**config.mk**
```make
export PLATFORM = sky130hd
export DESIGN_NAME = dp_access_ctrl_flat
export DESIGN_NICKNAME = d
export VERILOG_FILES = /design/src/rtl/dp_access_ctrl_pkg.sv /design/src/rtl/dp_access_ctrl_if.sv /design/src/rtl/dp_access_ctrl_addr_gen.sv /design/src/rtl/dp_access_ctrl.sv /design/src/flat_wrapper.sv
export SDC_FILE = /design/constraint.sdc
export NUM_CORES = 1
export LEC_CHECK = 0
export ABC_AREA = 1
export CELL_PAD_IN_SITES_DETAIL_PLACEMENT = 1
export CELL_PAD_IN_SITES_GLOBAL_PLACEMENT = 2
export CORE_UTILIZATION = 29
export CTS_CLUSTER_SIZE = 14
export DETAILED_ROUTE_END_ITERATION = 6
export PLACE_DENSITY_LB_ADDON = 0.1
export SETUP_SLACK_MARGIN = 0.05
export SYNTH_ARGS = -nofsm -noshare
export SYNTH_HDL_FRONTEND = slang
export SYNTH_SLANG_ARGS = --single-unit
export TNS_END_PERCENT = 30
```
**constraint.sdc**
```tcl
create_clock -name clk -period 2.5 [get_ports clk]
set_input_delay 0.25 -clock clk [delete_from_list [all_inputs] [get_ports clk]]
set_output_delay 0.25 -clock clk [all_outputs]
set_load 0.05 [all_outputs]
```
**src/rtl/dp_access_ctrl_pkg.sv**
```systemverilog
// Shared constants and FSM encoding for the dual-port tile access controller.
package dp_access_pkg;

    localparam int DIMS   = 3;
    localparam int ADDR_W = 16;
    localparam int DATA_W = 16;
    localparam int CNT_W  = 16;

    typedef enum logic [1:0] {
        IDLE   = 2'd0,
        ACTIVE = 2'd1,
        DONE   = 2'd2
    } state_t;

endpackage

```
**src/rtl/dp_access_ctrl_if.sv**
```systemverilog
// Data-path bundle between the access controller, the upstream/downstream
// stream fabric and the memory tile ports.
interface dp_access_ctrl_if #(
    parameter int ADDR_W = dp_access_pkg::ADDR_W,
    parameter int DATA_W = dp_access_pkg::DATA_W
) ();

    // upstream write stream
    logic              in_valid;
    logic [DATA_W-1:0] in_data;
    logic              in_ready;
    // tile ports
    logic              wen;
    logic [ADDR_W-1:0] waddr;
    logic [DATA_W-1:0] wdata;
    logic              ren;
    logic [ADDR_W-1:0] raddr;
    logic [DATA_W-1:0] tile_rdata;
    // downstream read stream
    logic              out_valid;
    logic [DATA_W-1:0] out_data;

    modport master (
        input  in_valid, in_data, tile_rdata,
        output in_ready, wen, waddr, wdata, ren, raddr, out_valid, out_data
    );

    modport slave (
        output in_valid, in_data, tile_rdata,
        input  in_ready, wen, waddr, wdata, ren, raddr, out_valid, out_data
    );

endinterface

```
**src/rtl/dp_access_ctrl_addr_gen.sv**
```systemverilog
// Incremental affine address generator, up to DIMS nested loops, dim 0
// innermost. Keeps one base address per dim (the address with all inner
// indices at zero) so a carry into dim k is a single add, no multipliers.
module affine_addr_gen import dp_access_pkg::*; #(
    parameter int DIMS   = dp_access_pkg::DIMS,
    parameter int ADDR_W = dp_access_pkg::ADDR_W,
    parameter int CNT_W  = dp_access_pkg::CNT_W
) (
    input  logic                   clk,
    input  logic                   rst_n,
    input  logic                   clk_en,
    input  logic                   clr,
    input  logic                   init,
    input  logic                   step,
    input  logic [1:0]             dim,
    input  logic [ADDR_W-1:0]      start_addr,
    input  logic [DIMS*CNT_W-1:0]  range,
    input  logic [DIMS*ADDR_W-1:0] stride,
    output logic [ADDR_W-1:0]      addr,
    output logic                   fin
);

    logic [DIMS-1:0][CNT_W-1:0]  range_a;
    logic [DIMS-1:0][ADDR_W-1:0] stride_a;
    logic [DIMS-1:0][CNT_W-1:0]  idx, nxt_idx;
    logic [DIMS-1:0][ADDR_W-1:0] base, nxt_base;
    logic [DIMS-1:0]             at_end, sel, below;
    logic                        last;
    logic [ADDR_W-1:0]           step_addr;

    assign range_a  = range;
    assign stride_a = stride;
    assign addr     = base[0];

    // Pick the innermost dim with iterations left; everything inside it rewinds
    // to that dim's new base. Inactive dims always look finished.
    always_comb begin : nxt_calc
        logic carry;
        logic hi;
        carry     = 1'b1;
        hi        = 1'b0;
        at_end    = '0;
        sel       = '0;
        below     = '0;
        step_addr = '0;
        nxt_idx   = idx;
        nxt_base  = base;
        for (int i = 0; i < DIMS; i++) begin
            at_end[i] = (i < int'(dim)) ? (idx[i] == range_a[i]) : 1'b1;
            sel[i]    = carry & ~at_end[i];
            carry     = carry & at_end[i];
        end
        last = carry;
        for (int i = DIMS - 1; i >= 0; i--) begin
            below[i] = hi;
            hi       = hi | sel[i];
        end
        for (int i = 0; i < DIMS; i++) begin
            if (sel[i]) step_addr = base[i] + stride_a[i];
        end
        for (int i = 0; i < DIMS; i++) begin
            if (sel[i]) begin
                nxt_idx[i]  = idx[i] + 1'b1;
                nxt_base[i] = step_addr;
            end else if (below[i]) begin
                nxt_idx[i]  = '0;
                nxt_base[i] = step_addr;
            end
        end
    end

    // Index/base registers; fin is sticky until the next init or clear.
    always_ff @(posedge clk or negedge rst_n) begin
        if (!rst_n) begin
            idx  <= '0;
            base <= '0;
            fin  <= 1'b0;
        end else if (clk_en) begin
            if (clr) begin
                idx  <= '0;
                base <= '0;
                fin  <= 1'b0;
            end else if (init) begin
                idx  <= '0;
                base <= {DIMS{start_addr}};
                fin  <= (dim == 2'd0);
            end else if (step && !fin) begin
                if (last) begin
                    fin <= 1'b1;
                end else begin
                    idx  <= nxt_idx;
                    base <= nxt_base;
                end
            end
        end
    end

endmodule

```
**src/rtl/dp_access_ctrl.sv**
```systemverilog
// Access initiator for one dual-port memory tile: independent affine write
// and read patterns, delayed read release, and read-data realignment for the
// tile's one-cycle registered read. Tile uses only the low 9 address bits.
module dp_access_ctrl import dp_access_pkg::*; #(
    parameter int ADDR_W = dp_access_pkg::ADDR_W,
    parameter int DATA_W = dp_access_pkg::DATA_W,
    parameter int DIMS   = dp_access_pkg::DIMS,
    parameter int CNT_W  = dp_access_pkg::CNT_W
) (
    input  logic                   clk,
    input  logic                   rst_n,
    input  logic                   clk_en,
    input  logic                   flush,
    input  logic                   start,
    input  logic [1:0]             wr_dim,
    input  logic [ADDR_W-1:0]      wr_start_addr,
    input  logic [DIMS*CNT_W-1:0]  wr_range,
    input  logic [DIMS*ADDR_W-1:0] wr_stride,
    input  logic [1:0]             rd_dim,
    input  logic [ADDR_W-1:0]      rd_start_addr,
    input  logic [DIMS*CNT_W-1:0]  rd_range,
    input  logic [DIMS*ADDR_W-1:0] rd_stride,
    input  logic [CNT_W-1:0]       rd_delay,
    output logic                   busy,
    output logic                   done,
    dp_access_ctrl_if.master       bus
);

    state_t            state;
    logic [CNT_W-1:0]  dly;
    logic              done_r;
    logic              ovld;
    logic              wr_fin, rd_fin;
    logic [ADDR_W-1:0] wr_addr, rd_addr;
    logic              active, launch, in_ready_i, wen_i, ren_i;

    assign active     = (state == ACTIVE);
    assign launch     = (state == IDLE) & start & clk_en & ~flush;
    assign in_ready_i = active & ~wr_fin & clk_en;
    assign wen_i      = bus.in_valid & in_ready_i;
    assign ren_i      = active & (dly == '0) & ~rd_fin & clk_en;

    assign bus.in_ready  = in_ready_i;
    assign bus.wen       = wen_i;
    assign bus.waddr     = wr_addr;
    assign bus.wdata     = bus.in_data;
    assign bus.ren       = ren_i;
    assign bus.raddr     = rd_addr;
    assign bus.out_valid = ovld;
    assign bus.out_data  = ovld ? bus.tile_rdata : '0;
    assign busy          = (state != IDLE);
    assign done          = done_r;

    affine_addr_gen #(.DIMS(DIMS), .ADDR_W(ADDR_W), .CNT_W(CNT_W)) u_wr_gen (
        .clk        (clk),
        .rst_n      (rst_n),
        .clk_en     (clk_en),
        .clr        (flush),
        .init       (launch),
        .step       (wen_i),
        .dim        (wr_dim),
        .start_addr (wr_start_addr),
        .range      (wr_range),
        .stride     (wr_stride),
        .addr       (wr_addr),
        .fin        (wr_fin)
    );

    affine_addr_gen #(.DIMS(DIMS), .ADDR_W(ADDR_W), .CNT_W(CNT_W)) u_rd_gen (
        .clk        (clk),
        .rst_n      (rst_n),
        .clk_en     (clk_en),
        .clr        (flush),
        .init       (launch),
        .step       (ren_i),
        .dim        (rd_dim),
        .start_addr (rd_start_addr),
        .range      (rd_range),
        .stride     (rd_stride),
        .addr       (rd_addr),
        .fin        (rd_fin)
    );

    // Top FSM with read-delay countdown and one-cycle read realignment.
    // ovld doubles as the "read in flight" flag holding off completion.
    always_ff @(posedge clk or negedge rst_n) begin
        if (!rst_n) begin
            state  <= IDLE;
            dly    <= '0;
            done_r <= 1'b0;
            ovld   <= 1'b0;
        end else if (clk_en) begin
            if (flush) begin
                state  <= IDLE;
                dly    <= '0;
                done_r <= 1'b0;
                ovld   <= 1'b0;
            end else begin
                ovld   <= ren_i;
                done_r <= 1'b0;
                case (state)
                    IDLE: begin
                        if (start) begin
                            state <= ACTIVE;
                            dly   <= rd_delay;
                        end
                    end
                    ACTIVE: begin
                        if (dly != '0) dly <= dly - 1'b1;
                        if (wr_fin && rd_fin && !ovld) begin
                            state  <= DONE;
                            done_r <= 1'b1;
                        end
                    end
                    DONE:    state <= IDLE;
                    default: state <= IDLE;
                endcase
            end
        end
    end

endmodule

```
**src/flat_wrapper.sv**
```systemverilog
// flat-port wrapper written by rule: the top's interface ports become plain ports
module dp_access_ctrl_flat import dp_access_pkg::*;
#(
    parameter int ADDR_W = dp_access_pkg::ADDR_W,
    parameter int DATA_W = dp_access_pkg::DATA_W,
    parameter int DIMS   = dp_access_pkg::DIMS,
    parameter int CNT_W  = dp_access_pkg::CNT_W
)
  (clk, rst_n, clk_en, flush, start, wr_dim, wr_start_addr, wr_range, wr_stride, rd_dim, rd_start_addr, rd_range, rd_stride, rd_delay, busy, done, bus_in_valid, bus_in_data, bus_tile_rdata, bus_in_ready, bus_wen, bus_waddr, bus_wdata, bus_ren, bus_raddr, bus_out_valid, bus_out_data);
  dp_access_ctrl_if #(.ADDR_W(ADDR_W), .DATA_W(DATA_W)) bus_i ();
  input  logic clk;
  input  logic rst_n;
  input  logic clk_en;
  input  logic flush;
  input  logic start;
  input  logic [1:0] wr_dim;
  input  logic [ADDR_W-1:0] wr_start_addr;
  input  logic [DIMS*CNT_W-1:0] wr_range;
  input  logic [DIMS*ADDR_W-1:0] wr_stride;
  input  logic [1:0] rd_dim;
  input  logic [ADDR_W-1:0] rd_start_addr;
  input  logic [DIMS*CNT_W-1:0] rd_range;
  input  logic [DIMS*ADDR_W-1:0] rd_stride;
  input  logic [CNT_W-1:0] rd_delay;
  output logic busy;
  output logic done;
  input wire logic [$bits(bus_i.in_valid)-1:0] bus_in_valid;
  input wire logic [$bits(bus_i.in_data)-1:0] bus_in_data;
  input wire logic [$bits(bus_i.tile_rdata)-1:0] bus_tile_rdata;
  output wire logic [$bits(bus_i.in_ready)-1:0] bus_in_ready;
  output wire logic [$bits(bus_i.wen)-1:0] bus_wen;
  output wire logic [$bits(bus_i.waddr)-1:0] bus_waddr;
  output wire logic [$bits(bus_i.wdata)-1:0] bus_wdata;
  output wire logic [$bits(bus_i.ren)-1:0] bus_ren;
  output wire logic [$bits(bus_i.raddr)-1:0] bus_raddr;
  output wire logic [$bits(bus_i.out_valid)-1:0] bus_out_valid;
  output wire logic [$bits(bus_i.out_data)-1:0] bus_out_data;
  assign bus_i.in_valid = bus_in_valid;
  assign bus_i.in_data = bus_in_data;
  assign bus_i.tile_rdata = bus_tile_rdata;
  assign bus_in_ready = bus_i.in_ready;
  assign bus_wen = bus_i.wen;
  assign bus_waddr = bus_i.waddr;
  assign bus_wdata = bus_i.wdata;
  assign bus_ren = bus_i.ren;
  assign bus_raddr = bus_i.raddr;
  assign bus_out_valid = bus_i.out_valid;
  assign bus_out_data = bus_i.out_data;
  dp_access_ctrl #(.ADDR_W(ADDR_W), .DATA_W(DATA_W), .DIMS(DIMS), .CNT_W(CNT_W)) u_core (.clk(clk), .rst_n(rst_n), .clk_en(clk_en), .flush(flush), .start(start), .wr_dim(wr_dim), .wr_start_addr(wr_start_addr), .wr_range(wr_range), .wr_stride(wr_stride), .rd_dim(rd_dim), .rd_start_addr(rd_start_addr), .rd_range(rd_range), .rd_stride(rd_stride), .rd_delay(rd_delay), .busy(busy), .done(done), .bus(bus_i));
endmodule
```
==> images/clk_routes.png <==
Scale: 1.5 px per um.
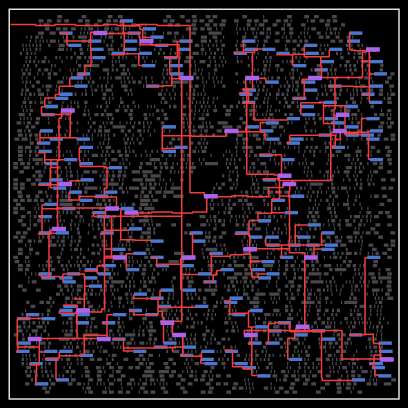
clock drivers: shown in purple, count 29. flip-flops: shown in blue, count 214. clock wires: shown in red, length 4310 um.
Position of the flops: all over the die. There are 30 routed clock nets.
clock skew: 0.0188 ns
clk pwr: 0.00439 W
clock share of power: 24.2%

==> images/cell_density.png <==
Scale: 1.5 px per um. 26 x 26 tiles, from dark blue (low) to red (high), 0 to 100% covered.
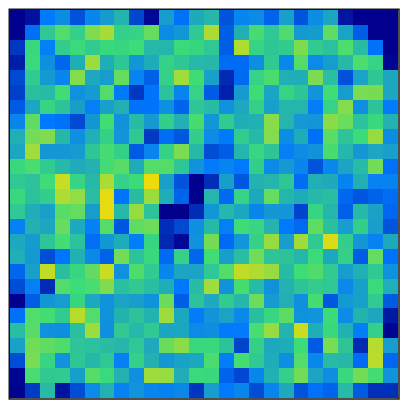
The densest ninth of the die: middle left. The mean over all tiles is 38%. The fullest tile reaches 73%. 2.8% of the tiles are nearly empty.
final core occ: 40.5%
FP Core Util: 29.5%

## final cells by class
type,instances,area share (%)
sequential,214,20.4
clock inverter,9,0.472
clock buffer,40,3.23
antenna,2,0.0191
timing repair buffer,575,20.9
tap,855,4.08
inverter,314,4.56
multi-input combinational,2248,46.3
## routing by layer
metal / part of all wire (%) / routed length (um) / vias up
li1: - / - / 10200
met1: 45 / 37300 / 9998
met5: 0.031 / 26 / -
met4: 2.3 / 1880 / 4
met2: 49 / 40600 / 384
met3: 3.8 / 3150 / 92
## layout by cell type, fill, tap and decap left out, types with 105 or more instances in the layout
cell | netlist | final
nand2_1 | 930 | 909
clkdlybuf4s50_1 | 0 | 314
xor2_1 | 140 | 140
dfrtp_1 | 214 | 205
a21oi_1 | 109 | 105
nand3_1 | 226 | 220
buf_4 | 52 | 226
inv_1 | 291 | 285
nor2_1 | 270 | 260
o21ai_0 | 128 | 113
## power by group
group / internal [W] / switching [W] / total, W
Sequential: 0.00403 / 0.000647 / 0.00468
Clock: 0.00264 / 0.00175 / 0.00439
Combinational: 0.00365 / 0.00542 / 0.00907
Total: 0.0103 / 0.00782 / 0.0181
## final timing paths
check | start | end | slack (ns) | depth (start not counted)
max | u_core.bus.out_valid | bus_out_data[2] | 0.11 | 3
min | flush | u_core.u_wr_gen.idx[32] | 0.13 | 4
max reg2reg | u_core.u_wr_gen.addr[2] | u_core.u_wr_gen.addr[11] | 0.12 | 14
min reg2reg | u_core.done | u_core.done | 0.49 | 2
max in group asynchronous | rst_n | u_core.u_wr_gen.addr[5] | 1.46 | 3
min in group asynchronous | rst_n | u_core.u_rd_gen.idx[3] | 0.20 | 2
## stage by stage
step / power (W) / instances / area (sq um) / hold slack (ns) / setup WS, ns
6_report: 0.0181 / 4257 / 26300 / 0.132 / 0.109
5_1_grt: 0.0194 / 4256 / 26200 / 0.142 / -0.0237
3_5_place_dp: 0.0134 / 4172 / 24500 / 0.224 / -0.329
2_1_floorplan: 0.00990 / 2906 / 19100 / -0.0456 / 0.110
3_3_place_gp: 0.0133 / 4172 / 24500 / 0.223 / -0.326
4_1_cts: 0.0180 / 4223 / 25500 / 0.114 / 0.0242
## repair_timing
action                                  CTS  global route
hold buffers                              1             0
cloned                                    0             7
buffers inserted                          1            25
gates resized                            13           108
endpoints found under the setup margin  102           196
endpoints found under the hold margin    49             0
pin swaps                                 1            16
## registers in the layout (all words and copies together), names as in the netlist
| register | flops |
|---|---|
| u_core.bus.out_valid | 1 |
| u_core.dly | 16 |
| u_core.done | 1 |
| u_core.state | 2 |
| u_core.u_rd_gen.addr | 16 |
| u_core.u_rd_gen.base | 32 |
| u_core.u_rd_gen.fin | 1 |
| u_core.u_rd_gen.idx | 48 |
| u_core.u_wr_gen.addr | 16 |
| u_core.u_wr_gen.base | 32 |
| u_core.u_wr_gen.fin | 1 |
| u_core.u_wr_gen.idx | 48 |
## critical path: stages (launching register included)
cell             delay [ns]
dfrtp_2                0.57
nand2_1                0.11
inv_1                  0.07
clkdlybuf4s50_1        0.80
==> job_summary.md <==
## Synthesis and layout report

| Metric | Value |
|---|---|
| Met3 usage | about 3.2% |
| FP Rows | 93 |
| CP Class | register to primary output |
| Number of max-cap violations | 0 |
| Chip footprint | ~67000 sq um |
| Tool warnings | 29 |
| FILL cells | just over 8000 |
| Top Usage Layer GRT | met2 |
| Syn-to-layout area delta | 37.3% |
| Final worst path period share | a little over nine tenths |
| Biggest area cells | dfrtp_1 28%, nand2_1 18%, ha_1 6.4%, xor2_1 6.4%, nand3_1 5.9% |
| Finish-stage setup viols | 0 |
| Flip-flops with a built-in enable | 0 |
| Vias | a little over 20000 |
| Main combinational cell family by area after synthesis | simple AND/OR/NAND/NOR gates |
| 1st-iter DRT viols | ~900 |
| Status | completed |
| Top cell area share | roughly 28% |
| Largest net degree at the start of global routing | roughly 67 |
| Gr usage total | 24.0% |
| Wire length per cell | between 15 and 20 um |
| Seq share, synth | roughly 28% |
| Syn Nets | roughly 3300 |
| DR DRC count | 0 |
| Pre-Repair DR Iteration Count | 5 |
| WL final | between 80000 and 90000 um |
| Clk buf depth | 3 |
| Die Y | approximately 260 um |
| Yosys Chip Area | around 19000 sq um |
| Adder-cell share of the synthesized area | around 7.0% |
| Vias in the first global route | between 20000 and 25000 |
| Clock-pin transition on the worst setup and hold timing paths | about 0.060 ns |
| Max VDD drop | around 0.46 mV |
| Crit path time final | ~2.4 ns |
| Comb area | between 10000 and 15000 sq um |
| Fin nets | 3768 |
| CP startpoint kind | register |
| Syn Area/Cell | ~6.6 sq um |
| Via density | about 5 |
| FMAX | approximately 0.42 GHz |
| Final hold vios | 0 |
| Pwr per Cell Area | slightly below 700 nW/um^2 |
| CTS Sinks | 214 |
| H-Tree Depth | 1 |
| CTS Buf Count | 29 |
| Cell Area, Synth | approximately 19000 sq um |
| Number of I/O port buffers | 319 |
| Clk root buf | clkbuf_16 |
| Synth Warn # | 0 |
| RSZ-0062 raised after global routing | yes |
| Met1 usage | about 31% |
| Area of the core | approximately 65000 sq um |
| WP data arrival | 2.14 ns |
| Initial antenna violation count | 3 |
| CTS tree | yes |
| Worst Max-Slew Pin Slew | between 0.6 and 0.7 ns |
| Gr ovfl total | 0 |
| Most common cell in the synthesized netlist | nand2_1 |
| Met2 Resource Use GR | 42.2% |
| Yosys stat cell total | around 2900 |
| Simple-Gate Fraction of Synth Area | 36.5% |
| Yosys top cell by area | dfrtp_1 |
| Register area | around 5400 sq um |
| Critical path capture point type | primary output |
| Post-route antenna net violation count | 0 |
| Static Leak | roughly 13 nW |
| Ys async rst share | 100% |
| Die W | roughly 260 um |
| Synth Instances | 2906 |
| Mux share | less than 1% |
| CP max FO | 19 |
| Setup TNS | 0 ns |
| Synthesis-stage register bit count | 214 |
| First-pass GRT wire length | between 100000 and 150000 um |
| Critical Path RT | between 2 and 2.5 ns |
| Synth cell count leaders | 930 x nand2_1, 291 x inv_1, 270 x nor2_1 |
| IO Count | around 350 |
| Min-delay worst type | input pin to register |
| Yosys cell types | approximately 57 |
| Top FF cell, synth | dfrtp_1 |
| Final Max Slew Viols | 0 |
| Dpl hpwl | about 65000 um |
| Xor/xnor share | about 8.5% |
| Insertion Delay late pin | 0.59 ns |
| Final GP Congestion | slightly below 0.9 |
| Slew HR | between 50% and 60% |
| Area fraction in compound gates | a little under a tenth |
| Share of layout cells above drive strength 1 | a little over an eighth |
Power and IR drop assume default switching activity.
